`src/rtl/fle_pkg.sv`:
```
`default_nettype none
// ============================================================================
//  Module      : fle_pkg
//  Description : Shared types and sizing helpers for the fracturable logic
//                element: FSM state encoding, config-size functions and the
//                offsets of the mode fields that follow the truth table.
//  Revision    : 1.0 - initial release
// ============================================================================
package fle_pkg;

    // Programming FSM states, 2-bit encoding.
    typedef enum logic [1:0] {
        IDLE = 2'd0,
        PROG = 2'd1,
        RUN  = 2'd2
    } fle_state_t;

    // Total config bits: truth table plus frac, regsel A, regsel B.
    function automatic int cfg_bits(input int k);
        return (1 << k) + 3;
    endfunction

    // Address width needed to reach every config bit.
    function automatic int addr_w(input int k);
        return $clog2(cfg_bits(k));
    endfunction

    // Mode fields sit directly above the truth table.
    function automatic int frac_ofs(input int k);
        return (1 << k);
    endfunction

    function automatic int rega_ofs(input int k);
        return (1 << k) + 1;
    endfunction

    function automatic int regb_ofs(input int k);
        return (1 << k) + 2;
    endfunction

endpackage
`default_nettype wire

```
`src/rtl/ltile_lut_frac.sv`:
```
`default_nettype none
// ============================================================================
//  Module      : ltile_lut_frac
//  Description : Combinational fracturable LUT. Whole mode reads the full
//                truth table with all LUT_K inputs; frac mode splits it into
//                a lower half (output A) and an upper half (output B), both
//                addressed by the low LUT_K-1 inputs.
//  Revision    : 1.0 - initial release
// ============================================================================
module ltile_lut_frac #(
    parameter int LUT_K = 4
) (
    input  logic [(1 << LUT_K)-1:0] truth,
    input  logic                    frac,
    input  logic [LUT_K-1:0]        fle_in,
    output logic                    lut_a,
    output logic                    lut_b
);

    logic [LUT_K-2:0] w_lo_idx;

    assign w_lo_idx = fle_in[LUT_K-2:0];

    // Select whole-LUT or split-LUT lookup; the top input is unused when split.
    always_comb begin
        lut_a = truth[fle_in];
        lut_b = 1'b0;
        if (frac) begin
            lut_a = truth[{1'b0, w_lo_idx}];
            lut_b = truth[{1'b1, w_lo_idx}];
        end
    end

endmodule
`default_nettype wire

```
`src/rtl/ltile_clb_fle_frac.sv`:
```
`default_nettype none
// ============================================================================
//  Module      : ltile_clb_fle_frac
//  Description : Fracturable logic element for the CLB tile. Holds the
//                serially programmed config bits, the programming FSM that
//                locks them on prog_done, two user FFs and the per-output
//                register/bypass muxes.
//                Optional feature macro: FLE_CFG_READBACK_EN adds a registered
//                config readback port cfg_rdata.
//  Revision    : 1.0 - initial release
// ============================================================================
module ltile_clb_fle_frac
    import fle_pkg::*;
#(
    parameter  int   LUT_K      = 4,
    parameter  logic FF_RST_VAL = 1'b0,
    localparam int   CFG_BITS   = cfg_bits(LUT_K),
    localparam int   ADDR_W     = addr_w(LUT_K)
) (
    input  logic              clk,
    input  logic              reset,
    input  logic              set,
    input  logic [LUT_K-1:0]  fle_in,
    input  logic              enable,
    input  logic [ADDR_W-1:0] address,
    input  logic              data_in,
    input  logic              prog_done,
    output logic              cfg_ready,
    output logic [1:0]        fle_out
`ifdef FLE_CFG_READBACK_EN
    ,
    output logic              cfg_rdata
`endif
);

    localparam int TT_BITS  = 1 << LUT_K;
    localparam int FRAC_OFS = frac_ofs(LUT_K);
    localparam int REGA_OFS = rega_ofs(LUT_K);
    localparam int REGB_OFS = regb_ofs(LUT_K);

    logic [CFG_BITS-1:0] r_cfg;
    fle_state_t          r_state;
    fle_state_t          w_state_nxt;
    logic [1:0]          r_ff;
    logic                w_wr;
    logic                w_run;
    logic                w_lut_a;
    logic                w_lut_b;

    assign w_run = (r_state == RUN);
    // Writes are accepted until the configuration is locked in RUN.
    assign w_wr  = enable && !w_run;

    // Config store: out-of-range addresses match no bit, so they are dropped.
    always_ff @(posedge clk) begin
        if (reset) begin
            r_cfg <= '0;
        end else if (w_wr) begin
            for (int i = 0; i < CFG_BITS; i++) begin
                if (address == ADDR_W'(i)) begin
                    r_cfg[i] <= data_in;
                end
            end
        end
    end

    // FSM state register.
    always_ff @(posedge clk) begin
        if (reset) begin
            r_state <= IDLE;
        end else begin
            r_state <= w_state_nxt;
        end
    end

    // FSM next state: prog_done wins over enable, RUN is sticky until reset.
    always_comb begin
        w_state_nxt = r_state;
        case (r_state)
            IDLE: begin
                if (prog_done) begin
                    w_state_nxt = RUN;
                end else if (enable) begin
                    w_state_nxt = PROG;
                end
            end
            PROG: begin
                if (prog_done) begin
                    w_state_nxt = RUN;
                end
            end
            RUN:     w_state_nxt = RUN;
            default: w_state_nxt = IDLE;
        endcase
    end

    ltile_lut_frac #(
        .LUT_K (LUT_K)
    ) u_lut (
        .truth  (r_cfg[TT_BITS-1:0]),
        .frac   (r_cfg[FRAC_OFS]),
        .fle_in (fle_in),
        .lut_a  (w_lut_a),
        .lut_b  (w_lut_b)
    );

    // User FFs: reset beats set beats capture; they only track the LUTs in RUN.
    always_ff @(posedge clk) begin
        if (reset) begin
            r_ff <= {2{FF_RST_VAL}};
        end else if (set) begin
            r_ff <= 2'b11;
        end else if (w_run) begin
            r_ff <= {w_lut_b, w_lut_a};
        end else begin
            r_ff <= {2{FF_RST_VAL}};
        end
    end

    assign cfg_ready  = w_run;
    assign fle_out[0] = w_run & (r_cfg[REGA_OFS] ? r_ff[0] : w_lut_a);
    assign fle_out[1] = w_run & (r_cfg[REGB_OFS] ? r_ff[1] : w_lut_b);

`ifdef FLE_CFG_READBACK_EN
    logic r_cfg_rdata;

    // Registered readback of the addressed bit; out-of-range reads return 0.
    always_ff @(posedge clk) begin
        if (reset) begin
            r_cfg_rdata <= 1'b0;
        end else begin
            r_cfg_rdata <= 1'b0;
            for (int i = 0; i < CFG_BITS; i++) begin
                if (address == ADDR_W'(i)) begin
                    r_cfg_rdata <= r_cfg[i];
                end
            end
        end
    end

    assign cfg_rdata = r_cfg_rdata;
`endif

endmodule
`default_nettype wire

```
`config.mk`:
```
export PLATFORM = sky130hd
export DESIGN_NAME = ltile_clb_fle_frac
export DESIGN_NICKNAME = d
export VERILOG_FILES = /design/src/rtl/fle_pkg.sv /design/src/rtl/ltile_lut_frac.sv /design/src/rtl/ltile_clb_fle_frac.sv
export SDC_FILE = /design/constraint.sdc
export NUM_CORES = 1
export LEC_CHECK = 0
export CAP_MARGIN = 10
export CELL_PAD_IN_SITES_DETAIL_PLACEMENT = 1
export CELL_PAD_IN_SITES_GLOBAL_PLACEMENT = 1
export CORE_UTILIZATION = 30
export DETAILED_ROUTE_END_ITERATION = 10
export HOLD_SLACK_MARGIN = 0.15
export PLACE_DENSITY_LB_ADDON = 0.1
export SYNTH_ARGS = -nofsm -noshare
export SYNTH_HDL_FRONTEND = slang
export SYNTH_SLANG_ARGS = --single-unit
```
`constraint.sdc`:
```
create_clock -name clk -period 1.99 [get_ports clk]
set_input_delay 0.398 -clock clk [delete_from_list [all_inputs] [get_ports clk]]
set_output_delay 0.398 -clock clk [all_outputs]
set_load 0.005 [all_outputs]
```
**Signal metal coverage by tile**

The bar under the picture is 20 um long. The die is cut into 13 by 13 equal tiles; dark purple is low, yellow is high, scaled to the fullest tile. Values are wire area over tile area, all layers added.
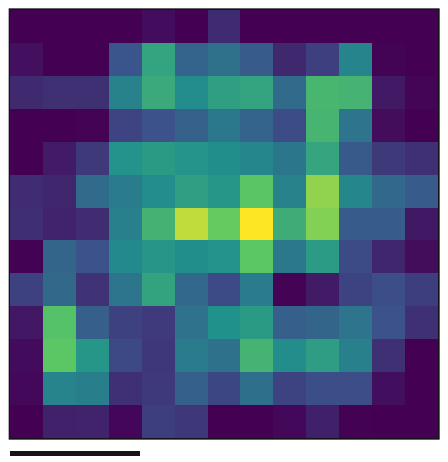
mean over tiles	0.11
densest ninth of the die	center
emptiest ninth of the die	upper left
nearly empty tiles	19%
tiles over half the peak	20%
via count: 1040
routed wire length: 3193 um

**Placed standard cells**

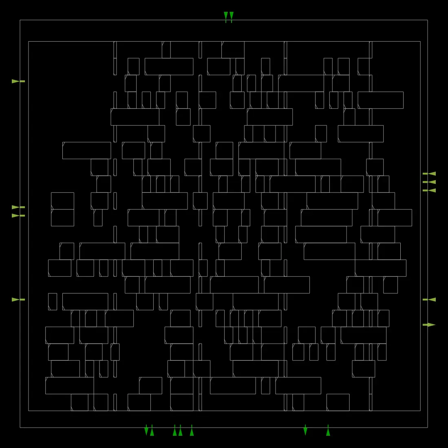
Layout fillers: 466
post-layout util: 0.4190
Cell Rows: 22
count of inserted tapcells: 48
final non-filler cell total: 218

**Clock distribution**

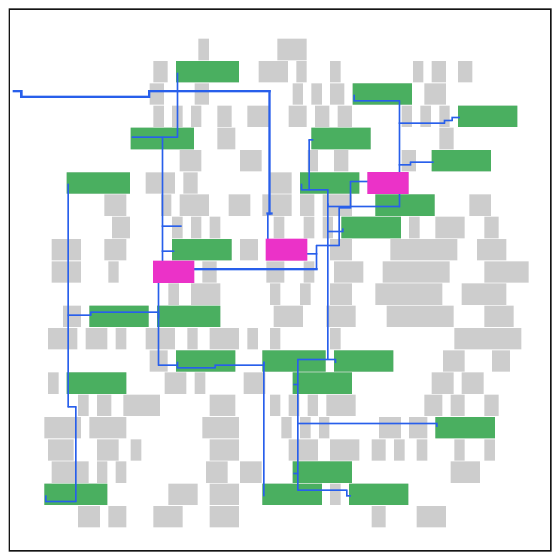
[green] flip-flops | count: 23
[blue] clock wires | length: 347 um
[magenta] clock drivers | count: 3
flops lie	widely spread
clock skew after layout: 0.001935 ns
relative contribution of the clock network to total power: 0.323

==> git commit body <==
Refresh implementation metrics

- In the CTS report, the clock slew at the register clock pins of the worst setup and hold paths is listed as 0.08 ns.
- The first detailed-routing pass ran for 4 iterations.
* Residual antenna-violating net count after detailed routing: 0
* Met2 capacity usage during global routing: 0.2946
* Endpoint class of the critical path: output port
- In this design, the largest share of critical-path delay is due to multiplexers.
* Top metal layer carrying routed signals: met4
* Vias in the first global route: 1141
* Critical path capture point: fle_out[0]
* DRC violation count after routing: 0
- The placement summary gives the final routability congestion estimate as 0.7330.
- The run finished, with violations left.
- The worst hold path passes through 2 cells.
- Across all register-to-register paths, the minimum setup slack is 0.22 ns.
- Counting along the longest clock path gives a buffer depth of 2.
* Setup violations, final: 2
- Counting endpoints that fail hold in the final report gives 0.
- Pin placement for this block handled 18 I/O pins.
* Total power density per cell area: 585.5 nW/um2
- Number of setup buffers added after CTS: 0
* Post-CTS sizing: 27
* Number of standard cells reported by yosys: 139
- Mapped cell area: 1230 um2
* Worst flop-to-flop path startpoint: r_state[0]$_SDFFE_PP0P_
* Hold buffers post-CTS: 0
- After detailed routing, the met2 layer carries 1502 um of wire.
- The largest register by flop count is r_cfg.
- The net switching power in the latest report is 0.0002417 W.
* Minimum clock period after layout: 2.236 ns
- The number of warnings reported in the stage logs is 31.
- Wire length on met1: 1515 um
* Highest-count cells in the layout ignoring fill and taps: nor2_1 (25), nand2_1 (18), buf_4 (17), dfxtp_1 (17)
- Net count entering floorplan: 158
* Violations in the final reports: negative setup slack
* Post-detailed-route via-to-cell ratio: 4.771
* Chip area: 4360 um2
* Gate power share: 0.166
- For the worst flop-to-flop path, the logic depth is 8.
* Final WS setup: -0.2465 ns
* Part of the power in registers: 0.511
* Critical path depth in cells: 6
- For this run, the register share of the synthesized area comes to 0.3744.
- Pin count of the biggest net entering global routing: 20
* Transition time at the pin with the least slew margin: 0.2935 ns
**Sizing map**

The bar under the picture is 20 um long.
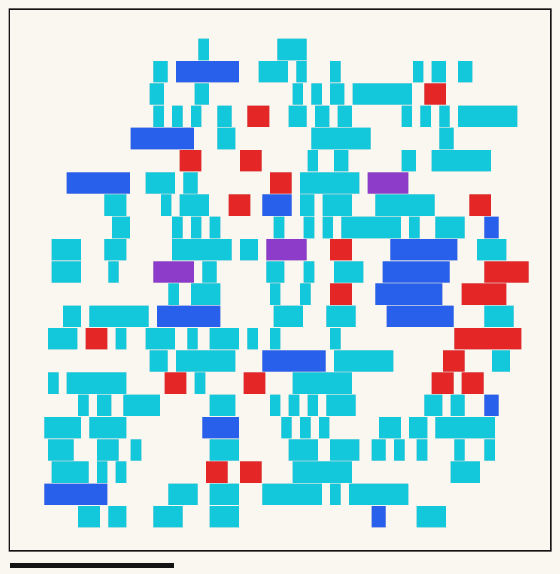
color	size	cells	share
purple	_6 and larger	3	1.8%
red	_3 and _4 cells	20	12%
blue	_2 cells	15	8.8%
cyan	_0 and _1 cells	132	78%
Final WS setup: -0.2465 ns
P&R area growth vs syn: 29.40%
nonclk buf count: 33
summed area of non-filler cells in the final layout: 1592 um2

**Register map, names as in the netlist**

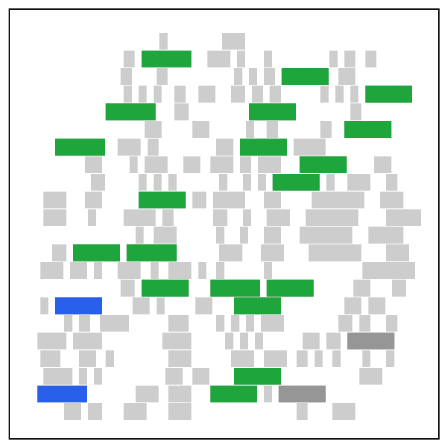
color	signal	placed flops
green	`r_cfg`	19
blue	`r_state`	2
not colored	2
register fraction of the total cell area: 0.2940
Seq group: 0.000476 W
combined flip-flop and latch cell area: 467.9 um2

## Yosys cell counts
master	instances	area share
mux2_4	1	0.012
mux2i_4	1	0.018
mux2_2	1	0.0092
and3_1	1	0.0051
nor3b_1	1	0.0061
nor4_1	1	0.0051
nand2_1	18	0.055
o22a_1	1	0.0071
and2_1	2	0.010
buf_1	1	0.0030
a31oi_1	1	0.0051
o21ai_1	1	0.0041
ha_1	4	0.041
inv_1	4	0.012
nor3_1	2	0.0081
nand3_1	2	0.0081
a21oi_1	8	0.033
nand3b_1	3	0.018
o21ba_1	1	0.0081
mux4_1	4	0.085
a21o_1	1	0.0061
clkbuf_1	5	0.015
o21ai_0	6	0.024
nor2b_1	2	0.010
mux2i_1	13	0.11
dfxtp_1	23	0.37
nand2b_1	4	0.020
nor2_1	25	0.076
and4_1	1	0.0071
a22oi_1	1	0.0061
## through the flow
| stage | setup TNS, ns | instance area (um2) | total power, W | instances |
|---|---|---|---|---|
| 2_1_floorplan | 0 | 1230 | 0.0005614 | 139 |
| 3_3_place_gp | -2.696 | 1550 | 0.0006340 | 213 |
| 3_5_place_dp | -2.791 | 1550 | 0.0006419 | 213 |
| 4_1_cts | -0.4444 | 1573 | 0.0009419 | 217 |
| 5_1_grt | -0.5478 | 1592 | 0.0009833 | 218 |
| 6_report | -0.4085 | 1592 | 0.0009318 | 218 |
## cells by family (layout without fill, tap and decap cells)
group	after synthesis	after routing	share of synthesized area
flops	23	23	0.3744
mux	20	20	0.2309
compound gates	20	20	0.09360
buf+inv	10	41	0.03051
simple gates	62	62	0.2299
fa+ha+maj	4	4	0.04069
## cell type report
type | count | area share
clock buffer | 4 | 0.02830
inverter | 4 | 0.009434
multi-input combinational | 106 | 0.4591
sequential | 23 | 0.2940
tap | 48 | 0.03774
timing repair buffer | 33 | 0.1714
Power figures rest on the tool's default switching activity, not on a simulated workload.
